Figure 1. M1 wires (run 1).
Cells faint in the background.
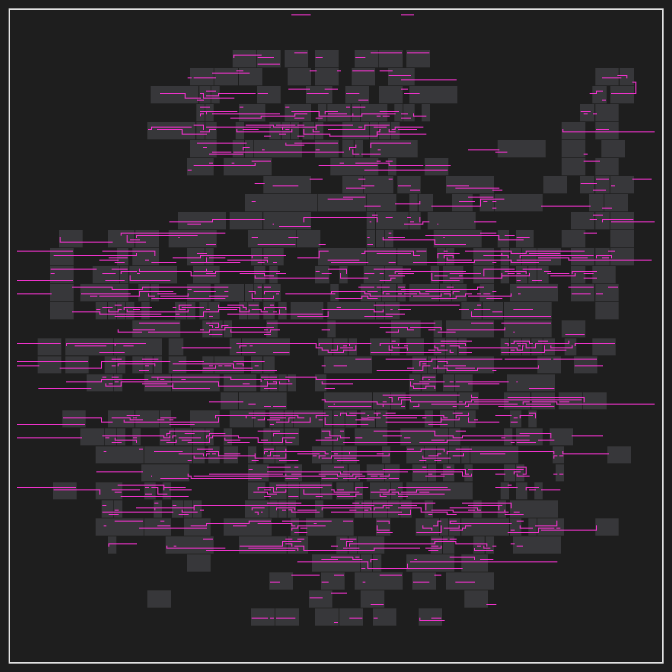
Figure 2. The metal 2 layer (run 1).
The bar under the picture is 20 um long.
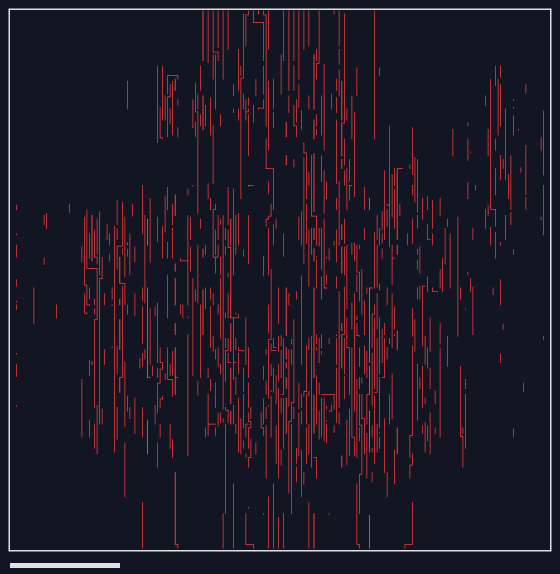
Figure 3. Met3 routing (run 1).
The bar under the picture is 20 um long.
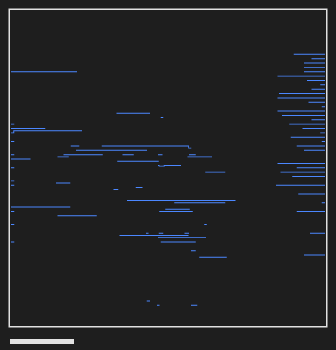
`src/rtl/bram_if_ctrl_burst.sv`:
```
// Burst BRAM port controller: valid/ready commands, auto-incrementing address, read-latency-aligned return.
// Define BRAM_CTRL_RDREG_EN to register rdata_out/rdata_valid/rdata_last (read latency RD_LAT+1).
//   state  | meaning
//   IDLE   | waiting for a command, req_ready high
//   WBURST | write beats issued on each wdata_valid
//   RBURST | one read beat issued per cycle
module bram_if_ctrl_burst #(
    parameter int DATA_W    = 8,
    parameter int ADDR_W    = 17,
    parameter int RD_LAT    = 1,
    parameter int MAX_BURST = 16,
    localparam int LEN_W    = $clog2(MAX_BURST)
) (
    input  logic              clk,
    input  logic              rst,
    input  logic              req_valid,
    output logic              req_ready,
    input  logic              req_wr,
    input  logic [ADDR_W-1:0] req_addr,
    input  logic [LEN_W-1:0]  req_len,
    input  logic [DATA_W-1:0] wdata_in,
    input  logic              wdata_valid,
    output logic              wdata_ready,
    output logic [DATA_W-1:0] rdata_out,
    output logic              rdata_valid,
    output logic              rdata_last,
    output logic              busy,
    output logic              enb,
    output logic              web,
    output logic [ADDR_W-1:0] addrb,
    output logic [DATA_W-1:0] wdata_out,
    input  logic [DATA_W-1:0] rdata_in
);

    typedef enum logic [1:0] {IDLE, WBURST, RBURST} state_t;

    state_t            state;
    logic [ADDR_W-1:0] addr_cur;
    logic [ADDR_W-1:0] addr_last;
    logic [LEN_W-1:0]  len_q;
    logic [LEN_W-1:0]  cnt;
    logic [DATA_W-1:0] wdata_last;
    logic [RD_LAT-1:0] vpipe;
    logic [RD_LAT-1:0] lpipe;
    logic              beat;
    logic              last_beat;

    always_comb begin
        beat      = (state == RBURST) || (state == WBURST && wdata_valid);
        last_beat = (cnt == len_q);
    end

    assign req_ready   = (state == IDLE) && !rst;
    assign wdata_ready = (state == WBURST);
    assign enb         = beat;
    assign web         = (state == WBURST) && wdata_valid;
    // Outside a burst the port shows the last address/data actually driven.
    assign addrb       = (state == IDLE) ? addr_last : addr_cur;
    assign wdata_out   = (state == WBURST) ? wdata_in : wdata_last;

    always_ff @(posedge clk) begin
        if (rst) begin
            state      <= IDLE;
            addr_cur   <= '0;
            addr_last  <= '0;
            len_q      <= '0;
            cnt        <= '0;
            wdata_last <= '0;
        end else begin
            case (state)
                IDLE: begin
                    if (req_valid) begin
                        addr_cur <= req_addr;
                        len_q    <= req_len;
                        cnt      <= '0;
                        state    <= req_wr ? WBURST : RBURST;
                    end
                end
                WBURST, RBURST: begin
                    if (beat) begin
                        addr_cur  <= addr_cur + ADDR_W'(1);
                        addr_last <= addr_cur;
                        cnt       <= cnt + LEN_W'(1);
                        if (last_beat) state <= IDLE;
                    end
                    if (web) wdata_last <= wdata_in;
                end
                default: state <= IDLE;
            endcase
        end
    end

    always_ff @(posedge clk) begin
        if (rst) begin
            vpipe <= '0;
            lpipe <= '0;
        end else begin
            vpipe[0] <= (state == RBURST);
            lpipe[0] <= (state == RBURST) && last_beat;
            for (int i = 1; i < RD_LAT; i++) begin
                vpipe[i] <= vpipe[i-1];
                lpipe[i] <= lpipe[i-1];
            end
        end
    end

`ifdef BRAM_CTRL_RDREG_EN
    logic              rv_q;
    logic              rl_q;
    logic [DATA_W-1:0] rd_q;

    always_ff @(posedge clk) begin
        if (rst) begin
            rv_q <= 1'b0;
            rl_q <= 1'b0;
            rd_q <= '0;
        end else begin
            rv_q <= vpipe[RD_LAT-1];
            rl_q <= lpipe[RD_LAT-1];
            rd_q <= vpipe[RD_LAT-1] ? rdata_in : '0;
        end
    end

    assign rdata_valid = rv_q;
    assign rdata_last  = rl_q;
    assign rdata_out   = rd_q;
    assign busy        = (state != IDLE) || (|vpipe) || rv_q;
`else
    assign rdata_valid = vpipe[RD_LAT-1];
    assign rdata_last  = lpipe[RD_LAT-1];
    // Gated so the read bus idles at zero between beats and after reset.
    assign rdata_out   = rdata_valid ? rdata_in : '0;
    assign busy        = (state != IDLE) || (|vpipe);
`endif

endmodule

```
`config.mk`:
```
export PLATFORM = sky130hd
export DESIGN_NAME = bram_if_ctrl_burst
export DESIGN_NICKNAME = d
export VERILOG_FILES = /design/src/rtl/bram_if_ctrl_burst.sv
export SDC_FILE = /design/constraint.sdc
export NUM_CORES = 1
export LEC_CHECK = 0
export CAP_MARGIN = 20
export CORE_MARGIN = 4
export CORE_UTILIZATION = 35
export DETAILED_ROUTE_END_ITERATION = 6
export PLACE_DENSITY = 0.72
export SKIP_CTS_REPAIR_TIMING = 1
export SKIP_LAST_GASP = 1
export SYNTH_ARGS = -nofsm -noshare
export SYNTH_HDL_FRONTEND = slang
export SYNTH_SLANG_ARGS = --single-unit
```
`constraint.sdc`:
```
create_clock -name clk -period 5.1 [get_ports clk]
set_input_delay 0.765 -clock clk [delete_from_list [all_inputs] [get_ports clk]]
set_output_delay 0.765 -clock clk [all_outputs]
set_load 0.01 [all_outputs]
```
==> qor.txt, run 1 <==
Crit-path cells: inv_1, ha_1, inv_1, nor2_1, buf_4, nand2_1, a21oi_1
R2R depth: 7
Area post-placement: 3730 um2
H-tree depth: 2
Seq/Total Area, Yosys: 37.7%
Power consumption: 1.14 mW
Fin crit period: 3.19 ns
Ys async rst share: 0%
Chip Area, Yosys: 2860 um2
DP HPWL: 5460 um
Final non-clock buffer share: 22.3%
GRT Max-Usage Layer: met2
Cell area leaders: dfxtp_1 (38%), nand2_1 (11%), mux2_2 (9.4%), a21oi_1 (8.2%), ha_1 (2.6%)
Pre-antenna DRT Iters: 5
Worst Setup EP: addr_last[1]
Top Registers: addr_cur: 17 flops, addr_last: 17 flops, wdata_last: 8 flops
Nets@finish: 481
CP Buf/Inv Count: 3
Non-CTS buffers: 85
Tot GR Track Use: 15.5%
Final Skew: 0.0145 ns
Clk cell area share: 2.85%
CTS tree: built
Syn. warnings: 0
Area fraction in xor and xnor cells: 1.83%
Top cell area share: 37.7%
Met1 wire length: 3340 um
Post-layout period usage: 62.5%
Most used cell, CP: inv_1
Min-Delay Path Class: reg2reg
Count of input and output buffers: 81
Synth mux share: 9.79%
Synth logic family: simple AND/OR/NAND/NOR gates
CTS Buf Count: 5
Final Cell Area: 3870 um2
MI comb cells: 279
Slowest Stage Delay on Critical Path: 0.93 ns
Main flop type: dfxtp_1
Die area: 9690 um2
Seq/total area: 27.9%
Post-synth cell types: 49
Max Slew Vio Count: 0
Final GP Congestion: 0.794
# Taps: 102
Count of tool warnings: 29
Outcome: completed
Clock sink total: 54
Reg area: 1080 um2
Worst-Margin Slew: 0.966 ns
Largest net degree at the start of global routing: 49
Placed cells: 527
Ao+oa area frac: 18.8%
FP Rows: 32
WL/cell: 14.3 um
Vias in the first global route: 2716
About Figure 1:
wire length on this layer: 3340 um
main direction: horizontal
share of all routed wire: 44%
nets with wire on the layer: 423
grt met1 use: 19.2%
routed wire length: 7670 um
total number of vias: 2854

About Figure 2:
wire length on this layer: 3580 um
share of all routed wire: 47%
nets with wire on the layer: 392
GR Util met2: 25.3%

About Figure 3:
nets with wire on the layer: 65
longest straight run: 33.6 um
wire length on this layer: 604 um
share of all routed wire: 7.9%
M3 GR Usage: 5.24%

[run 1: synthesized netlist by cell type (all sizes together) (2+ instances only)]
cell	number
a211oi	4
xor2	2
nor2b	9
clkbuf	10
nor4	3
a31oi	2
ha	6
nand4	5
nand2b	4
a21oi	47
o22ai	2
nor3	5
nand2	84
and2	9
buf	12
inv	7
o2bb2ai	5
mux2	24
a32o	2
o21ai	15
o31ai	3
nand3	13
nor2	14
dfxtp	54
xnor2	4
[run 1: power breakdown]
part | switching [mW] | total, mW | internal (mW)
registers | 0.0500 | 0.506 | 0.456
logic | 0.178 | 0.346 | 0.168
clock network | 0.140 | 0.286 | 0.147
total | 0.368 | 1.14 | 0.771
==> inputs of run 2 (changes only) <==
- PLACE_DENSITY: 0.72 -> 0.74
- clock period: 5.1 -> 2.8 ns (I/O delays scaled with it)
==> run 2 against run 1 <==
Worst setup slack worse by 1.6 ns. Sequential power is 82% higher. Power up 85%.
==> qor.txt, run 2 <==
Comb power frac: 29.8% (-0.6 points)
Final Cell Area: 3890 um2 (+0.55%)
CP Buf/Inv Count: 3 (unchanged)
Seq. pwr: 0.921 mW (+82%)
Cell area leaders: dfxtp_1 (38%), nand2_1 (11%), mux2_2 (9.4%), a21oi_1 (8.2%), ha_1 (2.6%)
Pre-antenna DRT Iters: 6 (+1)
Power consumption: 2.11 mW (+85%)
R2R depth: 8 (+1)
Count of tool warnings: 29 (unchanged)
IO Pins: 82
Area post-placement: 3770 um2 (+1.0%)
Clk network pwr share: 26.7% (+1.6 points)
Met1 wire length: 3460 um (+3.6%)
CTS tree: built
Die X: 98.5 um
Int Power: 1.43 mW (+85%)
Hold EP: addr_last[1]
Top power group: registers
Fin crit period: 2.54 ns
Combinational power: 0.629 mW (+82%)
DR vias/cell: 5.13
Psw: 0.686 mW (+86%)
DP HPWL: 5600 um (+2.5%)
Chip Area, Yosys: 2860 um2 (unchanged)
Seq/Total Area, Yosys: 37.7% (unchanged)
Final GP Congestion: 0.807 (+1.6%)
Top cell area share: 37.7% (unchanged)
Placed cells: 532 (+0.95%)
Die area: 9690 um2 (unchanged)
Register share of total power: 43.6% (-0.9 points)
Worst-Margin Slew: 0.561 ns (-0.405 ns)
Leak: 1.38 nW
Post-layout period usage: 90.6%
Slowest Stage Delay on Critical Path: 0.48 ns (-0.45 ns)
Main flop type: dfxtp_1
Core Box Area: 7850 um2
Post-synth cell types: 49 (unchanged)
Largest net degree at the start of global routing: 49 (unchanged)
Syn. warnings: 0 (unchanged)
FP Rows: 32 (unchanged)
Synth top cell by count: nand2_1
Ys async rst share: 0% (unchanged)
Sw frac: 32.4% (+0.14 points)
Count of input and output buffers: 81 (unchanged)
H-tree depth: 2 (unchanged)
Synth cell count leaders: nand2_1 (84), dfxtp_1 (54), a21oi_1 (47)
Dominant logic cell types in the final layout: nand2_1 (84), clkdlybuf4s50_1 (81), dfxtp_1 (54)
M3 GR Usage: 3.68% (-1.6 points)
Reg area: 1080 um2 (unchanged)
Grt met1 use: 20.5% (+1.3 points)
Worst Setup EP: addrb[1]
Min-Delay Path Class: reg2reg
Max Slew Vio Count: 0 (unchanged)
GRT Max-Usage Layer: met2
Diodes inserted: 0
Crit-path cells: inv_1, ha_1, buf_4, mux2_2, clkdlybuf4s50_1
Nets@finish: 485 (+0.83%)
Top Registers: addr_cur: 17 flops, addr_last: 17 flops, wdata_last: 8 flops
Iter 0 DRT Violations: 168
Outcome: completed
run 2: netlist changes by cell type in the layout (fill, tap and decap cells not counted), sizes merged:
| cell | delta |
|---|---|
| buf | +4 |
| clkinvlp | -1 |
| inv | +1 |
run 2: logic make-up (layout without fill, tap and decap cells):
family          Yosys count  after routing  share of synthesized area [%]
buf+inv                  30            105                           4.32
mux                      25             25                           9.79
compound gates           90             90                           18.8
simple gates            152            152                           24.9
flops                    54             54                           37.7
fa+ha+maj                 6              6                           2.62
xor+xnor                  6              6                           1.83
run 2: layout make-up:
cell class                      instances  share of cell area, %
Clock buffer                            6                   2.12
Clock inverter                          2                  0.997
Inverter                                8                  0.772
Multi-Input combinational cell        279                   42.7
Sequential cell                        54                   27.8
Tap cell                              102                   3.28
Timing Repair Buffer                   89                   22.4
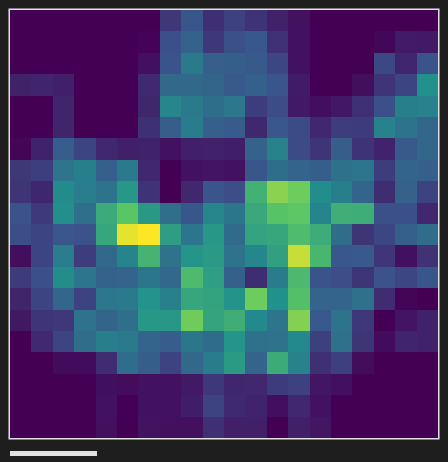
Figure 4: run 2, routed metal per tile.
The bar under the picture is 20 um long. The die is cut into 20 by 20 equal tiles; dark purple is low, yellow is high, scaled to the fullest tile. Values are wire area over tile area, all layers added.
emptiest ninth of the die: north-west
densest ninth of the die: centre
fullest tile: 0.56
mean over tiles: 0.13
nearly empty tiles: 22%
WL/cell: 14.3 um
Tot GR Track Use: 16.1%
routed wire length: 7740 um
total number of vias: 2772

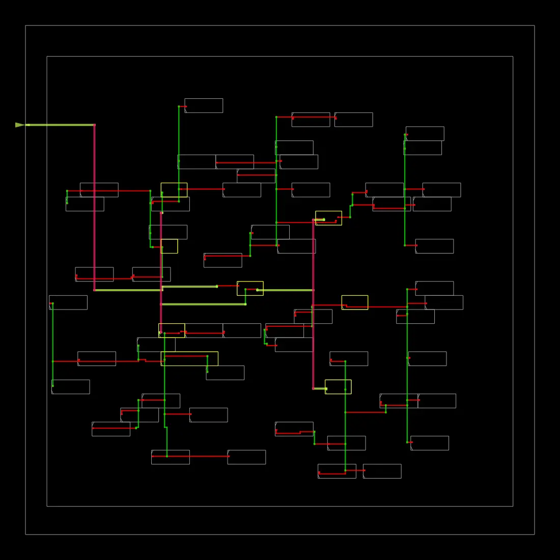
Figure 5: run 2, the clock network.
CTS Buf Count: 5
worst skew pair latency: 0.32 ns
clock sink total: 54
Final Skew: 0.0156 ns
Clock group: 0.563 mW

==> inputs of run 3 (changes only) <==
- CTS_CLUSTER_DIAMETER: unset -> 40
==> run 3 against run 2 <==
Worst setup slack stayed put. Worst hold slack did not move. Design area is the same. Cell count is the same. Register-to-register slack hardly changed. Non-clock buffer count stayed put. Power stayed put. First-iteration DRC count stayed put. Largest cell class unchanged. Largest power group unchanged.
==> qor.txt, run 3 <==
Outcome: completed
GRT Max-Usage Layer: met2
Logic share of the area: 42.7% (unchanged)
# Taps: 102 (unchanged)
Clock sink total: 54 (unchanged)
Synth logic family: simple AND/OR/NAND/NOR gates
Die X: 98.5 um (unchanged)
Count of input and output buffers: 81 (unchanged)
Nets@finish: 485 (unchanged)
Crit-path cells: inv_1, ha_1, buf_4, mux2_2, clkdlybuf4s50_1
Count of tool warnings: 29 (unchanged)
Power consumption: 2.11 mW (unchanged)
Seq/total area: 27.8% (unchanged)
Cell area leaders: dfxtp_1 (38%), nand2_1 (11%), mux2_2 (9.4%), a21oi_1 (8.2%), ha_1 (2.6%)
Diodes inserted: 0 (unchanged)
Area post-placement: 3770 um2 (unchanged)
Syn. warnings: 0 (unchanged)
DP HPWL: 5600 um (unchanged)
Placed cells: 532 (unchanged)
Post-Syn Area: 2860 um2
MI comb cells: 279 (unchanged)
Total number of vias: 2772 (unchanged)
Simple-Gate Fraction of Synth Area: 24.9% (unchanged)
Non-CTS buffers: 89 (unchanged)
Adder share: 2.62% (unchanged)
Final Skew: 0.0156 ns (unchanged)
Synth mux share: 9.79% (unchanged)
Leading cell kind: logic gates
Final GP Congestion: 0.807 (unchanged)
Relative slew slack: 62.3%
Ao+oa area frac: 18.8% (unchanged)
Inverters: 8 (unchanged)
Main flop type: dfxtp_1
DR vias/cell: 5.13 (unchanged)
Top cell area share: 37.7% (unchanged)
Dominant logic cell types in the final layout: nand2_1 (84), clkdlybuf4s50_1 (81), dfxtp_1 (54)
FP Rows: 32 (unchanged)
Routed wire length: 7740 um (unchanged)
IO Pins: 82 (unchanged)
Seq/Total Area, Yosys: 37.7% (unchanged)
Pre-antenna DRT Iters: 6 (unchanged)
Leak: 1.38 nW (unchanged)
Die area: 9690 um2 (unchanged)
Tot GR Track Use: 16.1% (unchanged)
Largest net degree at the start of global routing: 49 (unchanged)
Iter 0 DRT Violations: 168 (unchanged)
Flops: 54 (unchanged)
Slowest Stage Delay on Critical Path: 0.48 ns (about the same)
H-tree depth: 2 (unchanged)
Synth top cell by count: nand2_1
Max Slew Vio Count: 0 (unchanged)
# fillers: 761
Final Cell Area: 3890 um2 (unchanged)
Top Registers: addr_cur: 17 flops, addr_last: 17 flops, wdata_last: 8 flops
Synth cell count leaders: nand2_1 (84), dfxtp_1 (54), a21oi_1 (47)
Reg area: 1080 um2 (unchanged)
Min-Delay Path Class: reg2reg
Core Box Area: 7850 um2 (unchanged)
Fin crit period: 2.54 ns (unchanged)
Antenna viol nets, final: 0
WL/cell: 14.3 um (unchanged)
CTS tree: built
Ys async rst share: 0% (unchanged)
Area fraction in xor and xnor cells: 1.83% (unchanged)
Clk cell area share: 3.12% (unchanged)
Chip Area, Yosys: 2860 um2 (unchanged)
CTS Buf Count: 5 (unchanged)
## run 3: cell counts in the layout (fill, tap and decap cells not counted)
Identical to the previous run, type by type.
## run 3: power breakdown
part           total (mW)  internal, mW  switching (mW)
Combinational       0.629         0.302           0.327
Sequential          0.921         0.831          0.0896
Clock               0.563         0.295           0.269
## run 3: layer usage
layer  wire, um  part of all wire [%]
met1       3460                    45
met2       3640                    47
met3        532                   6.9
met4        106                   1.4
met5          0                     0
## run 3: final timing paths
kind	startpoint	to	slack, ns	cells after the start
worst max-delay path	state[1]	addrb[1]	0.26	5
worst min-delay path	addr_last[1]	addr_last[1]	0.46	2
worst max register to register	state[1]	addr_cur[16]	0.46	8
worst min register to register	addr_last[1]	addr_last[1]	0.46	2
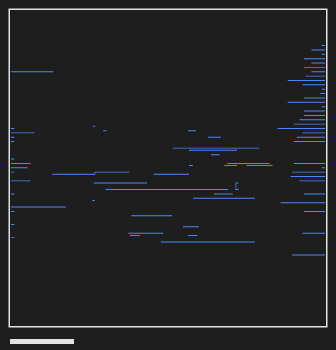
Figure 6: run 3, met3 routing.
The bar under the picture is 20 um long.
M3 GR Usage: 3.68%

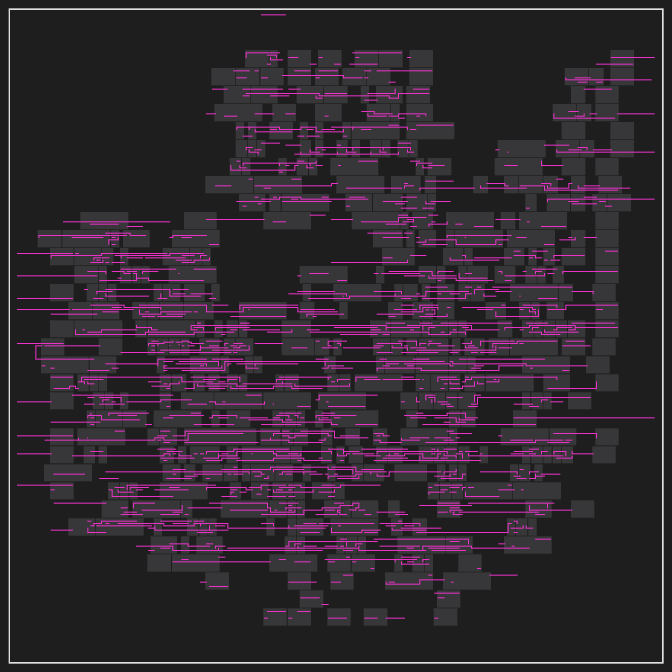
Figure 7: run 3, M1 wires.
Cells faint in the background.
longest straight run: 33.1 um
wire length on this layer: 3460 um
share of all routed wire: 45%
main direction: horizontal
grt met1 use: 20.5%

No activity file was given, so power comes from the tool's default toggle rates.
